## config.mk

```make
export PLATFORM = sky130hd
export DESIGN_NAME = ram_port_arbiter
export DESIGN_NICKNAME = d
export VERILOG_FILES = /design/src/rtl/ram_port_arbiter.sv
export SDC_FILE = /design/constraint.sdc
export NUM_CORES = 1
export LEC_CHECK = 0
export CORE_MARGIN = 5
export CORE_UTILIZATION = 26
export DETAILED_ROUTE_END_ITERATION = 8
export PLACE_DENSITY = 0.79
export SLEW_MARGIN = 10
export SYNTH_ARGS = -nofsm -noshare
export SYNTH_HDL_FRONTEND = slang
export SYNTH_SLANG_ARGS = --single-unit
```

## constraint.sdc

```tcl
create_clock -name clk_i -period 1.6 [get_ports clk_i]
set_input_delay 0.32 -clock clk_i [delete_from_list [all_inputs] [get_ports clk_i]]
set_output_delay 0.32 -clock clk_i [all_outputs]
set_load 0.02 [all_outputs]
```

## src/rtl/ram_port_arbiter.sv

```systemverilog
// Three-requester round-robin arbiter for a single-ported cell RAM.
// Requester 0 = cell engine, 1 = brush draw, 2 = VRAM copy. An owner keeps
// the RAM for at most MAX_BURST consecutive cycles while others wait, then a
// one-cycle HANDOVER gap separates owners.

// Per-requester gating: passes this requester's RAM strobes only while it
// holds the grant, so the top can simply OR all lanes together.
module ram_port_arbiter_lane #(
   parameter int ADDR_WIDTH = 19,
   parameter int DATA_WIDTH = 2
) (
   input  logic                  gnt,
   input  logic                  rd_en,
   input  logic                  wr_en,
   input  logic [ADDR_WIDTH-1:0] rd_addr,
   input  logic [ADDR_WIDTH-1:0] wr_addr,
   input  logic [DATA_WIDTH-1:0] wr_data,
   output logic                  rd_vld_nxt,
   output logic                  wr_en_m,
   output logic [ADDR_WIDTH-1:0] rd_addr_m,
   output logic [ADDR_WIDTH-1:0] wr_addr_m,
   output logic [DATA_WIDTH-1:0] wr_data_m
);

   // mask every strobe and bus with the grant
   always_comb begin
      rd_vld_nxt = gnt & rd_en;
      wr_en_m    = gnt & wr_en;
      rd_addr_m  = rd_addr & {ADDR_WIDTH{gnt}};
      wr_addr_m  = wr_addr & {ADDR_WIDTH{gnt}};
      wr_data_m  = wr_data & {DATA_WIDTH{gnt}};
   end

endmodule

module ram_port_arbiter #(
   parameter int ADDR_WIDTH = 19,
   parameter int DATA_WIDTH = 2,
   parameter int MAX_BURST  = 16
) (
   input  logic                    clk_i,
   input  logic                    reset_ni,
   input  logic [2:0]              req_i,
   input  logic [2:0]              rd_en_i,
   input  logic [2:0]              wr_en_i,
   input  logic [3*ADDR_WIDTH-1:0] rd_addr_i,
   input  logic [3*ADDR_WIDTH-1:0] wr_addr_i,
   input  logic [3*DATA_WIDTH-1:0] wr_data_i,
   input  logic [DATA_WIDTH-1:0]   ram_rd_data_i,
   output logic [2:0]              gnt_o,
   output logic [2:0]              rd_valid_o,
   output logic [DATA_WIDTH-1:0]   rd_data_o,
   output logic [ADDR_WIDTH-1:0]   ram_rd_address_o,
   output logic [ADDR_WIDTH-1:0]   ram_wr_address_o,
   output logic [DATA_WIDTH-1:0]   ram_wr_data_o,
   output logic                    ram_wr_en_o,
   output logic                    busy_o
);

   localparam int NUM_REQ = 3;
   // a one-cycle burst would leave a zero-width counter; keep at least 1 bit
   localparam int CW = (MAX_BURST > 1) ? $clog2(MAX_BURST) : 1;
   localparam logic [CW-1:0] CNT_LAST = CW'(MAX_BURST - 1);

   typedef enum logic [1:0] {IDLE, GRANT, HANDOVER} state_t;

   state_t        state, state_nxt;
   logic [1:0]    owner, owner_nxt;
   logic [1:0]    last_owner, last_owner_nxt;
   logic [CW-1:0] cnt, cnt_nxt;
   logic [2:0]    gnt_q, gnt_nxt;
   logic [2:0]    rd_valid_q;
   logic [2:0]    owner_oh;
   logic          others_pending;
   logic [1:0]    pick;

   logic [NUM_REQ-1:0]                 lane_rd_vld;
   logic [NUM_REQ-1:0]                 lane_wr_en;
   logic [NUM_REQ-1:0][ADDR_WIDTH-1:0] lane_rd_addr;
   logic [NUM_REQ-1:0][ADDR_WIDTH-1:0] lane_wr_addr;
   logic [NUM_REQ-1:0][DATA_WIDTH-1:0] lane_wr_data;

   // first requesting index searching cyclically from last+1; scanning
   // backwards lets the nearest candidate overwrite the farther ones
   function automatic logic [1:0] rr_pick(input logic [2:0] req, input logic [1:0] last);
      logic [1:0] res;
      int         idx;
      res = 2'd0;
      for (int i = NUM_REQ - 1; i >= 0; i--) begin
         idx = (int'(last) + 1 + i) % NUM_REQ;
         if (req[idx]) res = 2'(idx);
      end
      return res;
   endfunction

   assign pick           = rr_pick(req_i, last_owner);
   assign owner_oh       = 3'(3'b001 << owner);
   assign others_pending = |(req_i & ~owner_oh);

   // state and datapath registers
   always_ff @(posedge clk_i) begin
      if (!reset_ni) begin
         state      <= IDLE;
         owner      <= 2'd0;
         last_owner <= 2'd2;
         cnt        <= '0;
         gnt_q      <= 3'b000;
         rd_valid_q <= 3'b000;
      end else begin
         state      <= state_nxt;
         owner      <= owner_nxt;
         last_owner <= last_owner_nxt;
         cnt        <= cnt_nxt;
         gnt_q      <= gnt_nxt;
         rd_valid_q <= lane_rd_vld;
      end
   end

   // next-state: burst counting, fair rotation and handover
   always_comb begin
      state_nxt      = state;
      owner_nxt      = owner;
      last_owner_nxt = last_owner;
      cnt_nxt        = cnt;
      case (state)
         IDLE: begin
            if (|req_i) begin
               state_nxt = GRANT;
               owner_nxt = pick;
               cnt_nxt   = '0;
            end
         end
         GRANT: begin
            if (!req_i[owner]) begin
               last_owner_nxt = owner;
               state_nxt      = others_pending ? HANDOVER : IDLE;
            end else if (cnt == CNT_LAST) begin
               // burst used up: yield only if someone is actually waiting
               if (others_pending) begin
                  last_owner_nxt = owner;
                  state_nxt      = HANDOVER;
               end else begin
                  cnt_nxt = '0;
               end
            end else begin
               cnt_nxt = cnt + CW'(1);
            end
         end
         HANDOVER: begin
            if (|req_i) begin
               state_nxt = GRANT;
               owner_nxt = pick;
               cnt_nxt   = '0;
            end else begin
               state_nxt = IDLE;
            end
         end
         default: state_nxt = IDLE;
      endcase
   end

   // outputs: grant follows the state being entered, so gnt_o is a flop
   always_comb begin
      gnt_nxt = (state_nxt == GRANT) ? 3'(3'b001 << owner_nxt) : 3'b000;
      busy_o  = (state != IDLE);
   end

   // RAM port lanes; reset forces the grant off so the port is quiet in reset
   for (genvar k = 0; k < NUM_REQ; k++) begin : g_lane
      ram_port_arbiter_lane #(
         .ADDR_WIDTH(ADDR_WIDTH),
         .DATA_WIDTH(DATA_WIDTH)
      ) u_lane (
         .gnt        (gnt_q[k] & reset_ni),
         .rd_en      (rd_en_i[k]),
         .wr_en      (wr_en_i[k]),
         .rd_addr    (rd_addr_i[k*ADDR_WIDTH +: ADDR_WIDTH]),
         .wr_addr    (wr_addr_i[k*ADDR_WIDTH +: ADDR_WIDTH]),
         .wr_data    (wr_data_i[k*DATA_WIDTH +: DATA_WIDTH]),
         .rd_vld_nxt (lane_rd_vld[k]),
         .wr_en_m    (lane_wr_en[k]),
         .rd_addr_m  (lane_rd_addr[k]),
         .wr_addr_m  (lane_wr_addr[k]),
         .wr_data_m  (lane_wr_data[k])
      );
   end

   // OR-combine the lanes; at most one is ever non-zero
   always_comb begin
      ram_rd_address_o = '0;
      ram_wr_address_o = '0;
      ram_wr_data_o    = '0;
      ram_wr_en_o      = 1'b0;
      for (int k = 0; k < NUM_REQ; k++) begin
         ram_rd_address_o = ram_rd_address_o | lane_rd_addr[k];
         ram_wr_address_o = ram_wr_address_o | lane_wr_addr[k];
         ram_wr_data_o    = ram_wr_data_o    | lane_wr_data[k];
         ram_wr_en_o      = ram_wr_en_o      | lane_wr_en[k];
      end
   end

   assign gnt_o      = gnt_q;
   assign rd_valid_o = rd_valid_q;
   assign rd_data_o  = ram_rd_data_i;

endmodule

```

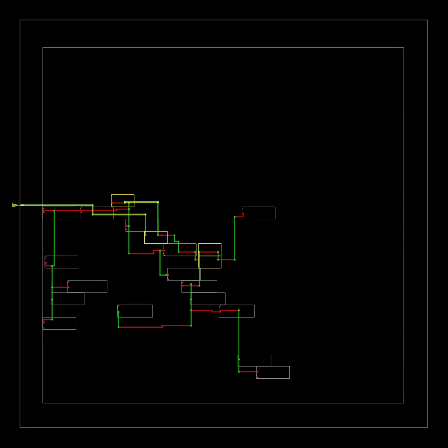
(run_1/final_clocks.png)
Clock group: 0.000364 W
worst-case clock skew: 3.946 ps
CTS Buf Count: 3
Flop Count: 16

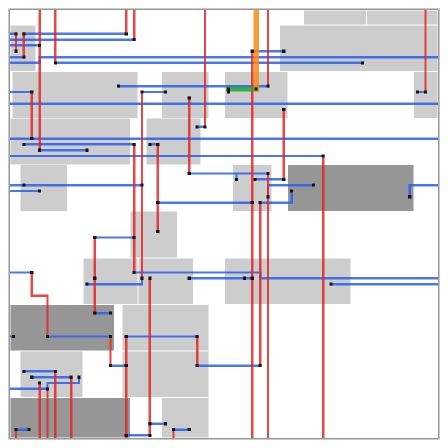
(run_1/zoom.png)
Window x 33 to 58, y 33 to 58 µm. Cells in grey, sequential cells in the stronger grey; small squares are vias.
- met3: green
- met4: orange
- met2: red
- met1: blue
- cells with their middle in the window: 19
- sequential cells in the window: 3
- most frequent: buf_4 (4), dfxtp_1 (3), buf_12 (3)
- netlist names of flops here include: gnt_o (2), rd_valid_o (1)

==> run_results.csv, run 1 <==
group,metric,value,unit
timing,slew_headroom,81.78,%
logic_synthesis,ys_seq_share,19.06,%
timing,finalHoldViolations,0,
detailed_routing,drtAntennaViolNets,0,
logic_synthesis,synth_area,0.001680,mm²
timing,period_minus_slack,1714,ps
detailed_routing,via_per_inst,4.992,
placement,place_inst,512,
timing,slew_violations,0,
placement,io_buffers,178,
setup_path,arrival,1390,ps
logic_synthesis,ys.flop_type,"dfxtp_1",
logic_synthesis,ys_sh_simple,35.22,%
logic_synthesis,ys_sh_xor,0,%
logic_synthesis,compound_area_share,31.94,%
pwr,power_density,484.3,mW/mm²
logic_synthesis,common_cells,"nand2_1, a22oi_1, clkbuf_1",
logic_synthesis,edf_count,0,
clock_network,numClockSinks,16,
global_routing,grt_pass1_wl,14250,µm
min_path,hp-start,"cnt[3]",
clock_network,cts_buffer_depth,2,
pwr,power,0.001950,W
floorplan,die_h,90.39,µm
min_path,worstHoldEndpoint,"cnt[3]",
detailed_routing,drt-initial-drc-count,73,
floorplan,ios,183,
timing,tns,-2183,ps
setup_path,worstSetupPathType,"flop to primary output",
floorplan,fp.dieW,90.39,µm
pwr,switching_share,33.98,%
logic_synthesis,syn_inst,246,
placement,dpl.hpwl,7012,µm
timing,rsz0062_at_grt,"yes",
logic_synthesis,synthMuxAreaShare,3.649,%
clock_network,root_buffer,"clkbuf_8",
global_routing,grtUsageMet3,6.333,%
pwr,pwr-share-clk,18.7,%
setup_path,critPathMaxFanout,8,
pwr,combPwrFrac,58.4,%
outcome,violations,"setup timing",
finish,diodes,0,
global_routing,grt_usage,21.07,%
timing,layout_setup_ws,-113.9,ps
logic_synthesis,top_area_cell,"nand2_1",
detailed_routing,maxUsedRoutingLayer,"met4",
logic_synthesis,top_cell,"nand2_1",
detailed_routing,num_vias,2601,
logic_synthesis,synth_flops,16,
setup_path,r2r_cells,6,
pwr,p_comb,0.00114,W
finish,final_cell_mix,"clkdlybuf4s50_1, nand2_1, buf_4",
logic_synthesis,yosys_area,0.001680,mm²
timing,fmax,0.5835,GHz
pwr,maxPowerGroup,"combinational logic",
global_routing,grt_pass1_vias,2579,
finish,final_cells,521,
placement,place_ws,-842.3,ps
global_routing,antenna_found_initial,0,
global_routing,busiest_layer,"met2",
logic_synthesis,avgSynthCellArea,6.831,µm²
finish,syn2layout_area_growth,139.7,%
setup_path,r2r_slack,30,ps
pwr,seqPwrFrac,22.9,%
outcome,status,"complete, but fails checks",
timing,setup_viol,41,
global_routing,met2_usage,37.20,%
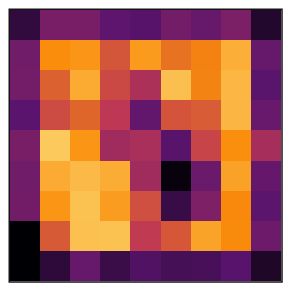
(run_1/density.png)
Scale: 3 px per µm. 9 x 9 tiles, from black (low) to pale yellow (high), 0 to 100% covered.
- densest ninth of the die: left middle
- fullest tile: 88%
- mean over tiles: 48%
- nearly empty tiles: 2.5%
- tiles over 75% full: 26%
core area: 0.006314 mm²
Core Util, Final: 63.79%
effective utilization at floorplan: 26.62%

==> run 1: critical path, cell delays in order (launching register included) <==
cell and delay, ps:
dfxtp_2 330, and2_4 200, buf_6 150, a22oi_1 210
nand2_1 90, buf_4 160
==> run 1: registers in the layout, indices dropped and copies added (netlist names) <==
name,flops
gnt_o,3
owner,2
state,2
last_owner,2
rd_valid_o,3
cnt,4
==> run 1: layout make-up <==
class	instances	area (µm²)	area share [%]
Clock buffer	4	55.05	1.367
Multi-Input combinational cell	203	1438	35.69
Timing Repair Buffer	217	2095	52.00
Sequential cell	16	329.1	8.170
Inverter	4	15.01	0.3728
Tap cell	77	96.34	2.392
==> run 2, diff against run 1 <==
--- a/config.mk
+++ b/config.mk
@@ -7,6 +7,7 @@
 export LEC_CHECK = 0
 export CORE_MARGIN = 5
 export CORE_UTILIZATION = 26
+export CTS_CLUSTER_SIZE = 40
 export DETAILED_ROUTE_END_ITERATION = 8
 export PLACE_DENSITY = 0.79
 export SLEW_MARGIN = 10
==> run 2 against run 1 <==
Net effect:
- the flow still finishes with violations (setup timing)
- clock power barely moved
- clock skew unchanged
- first-iteration DRC count stayed put
- die area stayed put
- critical path depth did not move
- count of clock-buffer cells in the layout did not move
- combinational power hardly changed
- worst setup slack stayed put
- synthesized cell count did not move
- critical path type unchanged
- critical endpoint unchanged
- largest power group unchanged
==> run_results.csv, run 2 <==
group,metric,value,unit
timing,finalHoldViolations,0,
floorplan,fp.dieW,90.39,µm
logic_synthesis,compound_area_share,31.94,%
logic_synthesis,avgSynthCellArea,6.831,µm²
pwr,power_density,484.3,mW/mm²
clock_network,cts_buffer_depth,2,
global_routing,grt_pass1_vias,2579,
setup_path,r2r_slack,30,ps
logic_synthesis,common_cells,"nand2_1, a22oi_1, clkbuf_1",
floorplan,floorplan.core_util,26.62,%
pwr,p_comb,0.00114,W
finish,final_cell_mix,"clkdlybuf4s50_1, nand2_1, buf_4",
timing,finClkSkew,3.946,ps
finish,final_cells,521,
timing,fmax,0.5835,GHz
timing,tns,-2183,ps
pwr,combPwrFrac,58.4,%
clock_network,numClockSinks,16,
setup_path,cp_top_family,"flip-flops",
timing,rsz0062_at_grt,"yes",
timing,slew_headroom,81.78,%
timing,slew_violations,0,
timing,setup_viol,41,
global_routing,busiest_layer,"met2",
detailed_routing,drt-initial-drc-count,73,
finish,largest_reg_flops,4,
pwr,pwr-share-clk,18.7,%
logic_synthesis,synthMuxAreaShare,3.649,%
setup_path,arrival,1390,ps
outcome,status,"complete, but fails checks",
floorplan,die_h,90.39,µm
logic_synthesis,ys_sh_xor,0,%
setup_path,cp_cell_sequence,"and2_4 -> buf_6 -> a22oi_1 -> nand2_1 -> buf_4",
global_routing,antenna_found_initial,0,
logic_synthesis,synth_area,0.001680,mm²
clock_network,root_buffer,"clkbuf_8",
min_path,hp-start,"cnt[3]",
timing,layout_setup_ws,-113.9,ps
floorplan,core,0.006314,mm²
placement,dpl.hpwl,7012,µm
pwr,pg_clk,0.000364,W
outcome,violations,"setup timing",
logic_synthesis,top_cell,"nand2_1",
detailed_routing,num_vias,2601,
pwr,maxPowerGroup,"combinational logic",
setup_path,critPathMaxFanout,8,
floorplan,ios,183,
min_path,worstHoldEndpoint,"cnt[3]",
finish,syn2layout_area_growth,139.7,%
detailed_routing,drtAntennaViolNets,0,
detailed_routing,via_per_inst,4.992,
logic_synthesis,edf_count,0,
timing,period_minus_slack,1714,ps
detailed_routing,maxUsedRoutingLayer,"met4",
[run 2: timing repair]
action                     CTS  global route
gates resized              224            42
pin swaps                   27            21
gates cloned                 3             2
setup endpoints to repair   58            52
[run 2: cell type report]
type,count,area [µm²]
tap,77,96.34
multi-input combinational,203,1438
inverter,4,15.01
sequential,16,329.1
clock buffer,4,55.05
fill,528,2286
timing repair buffer,217,2095
[run 2: how the worst max path moves through the flow]
stage	endpoint	slack, ps	cells after the start
floorplan	gnt_o[0]	-6	4
global placement	ram_rd_address_o[1]	-770	6
detailed placement	ram_rd_address_o[1]	-840	6
CTS	ram_wr_address_o[13]	-100	5
global route	ram_wr_address_o[9]	-200	5
finish	ram_wr_address_o[9]	-110	5
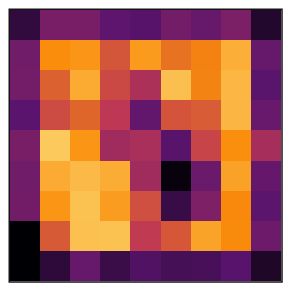
(run_2/density.png)
Scale: 3 px per µm. 9 x 9 tiles, from black (low) to pale yellow (high), 0 to 100% covered.

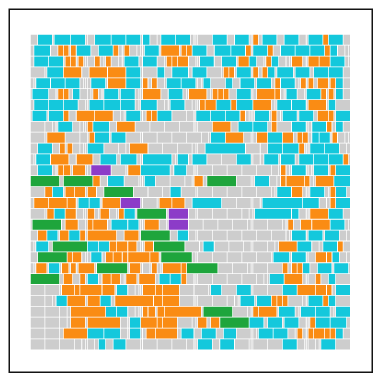
(run_2/cell_classes.png)
Scale: 4 px per µm. Fill, decap, tap and diode cells in grey.
- all other logic: orange (cells 207)
- flip-flops: green (cells 16)
- clock drivers and dummy loads: purple (cells 4)
- other buffers and delay cells: cyan (cells 217)
Seq area share: 8.170%
row cnt: 29

Power is estimated from default activity; no workload was simulated.
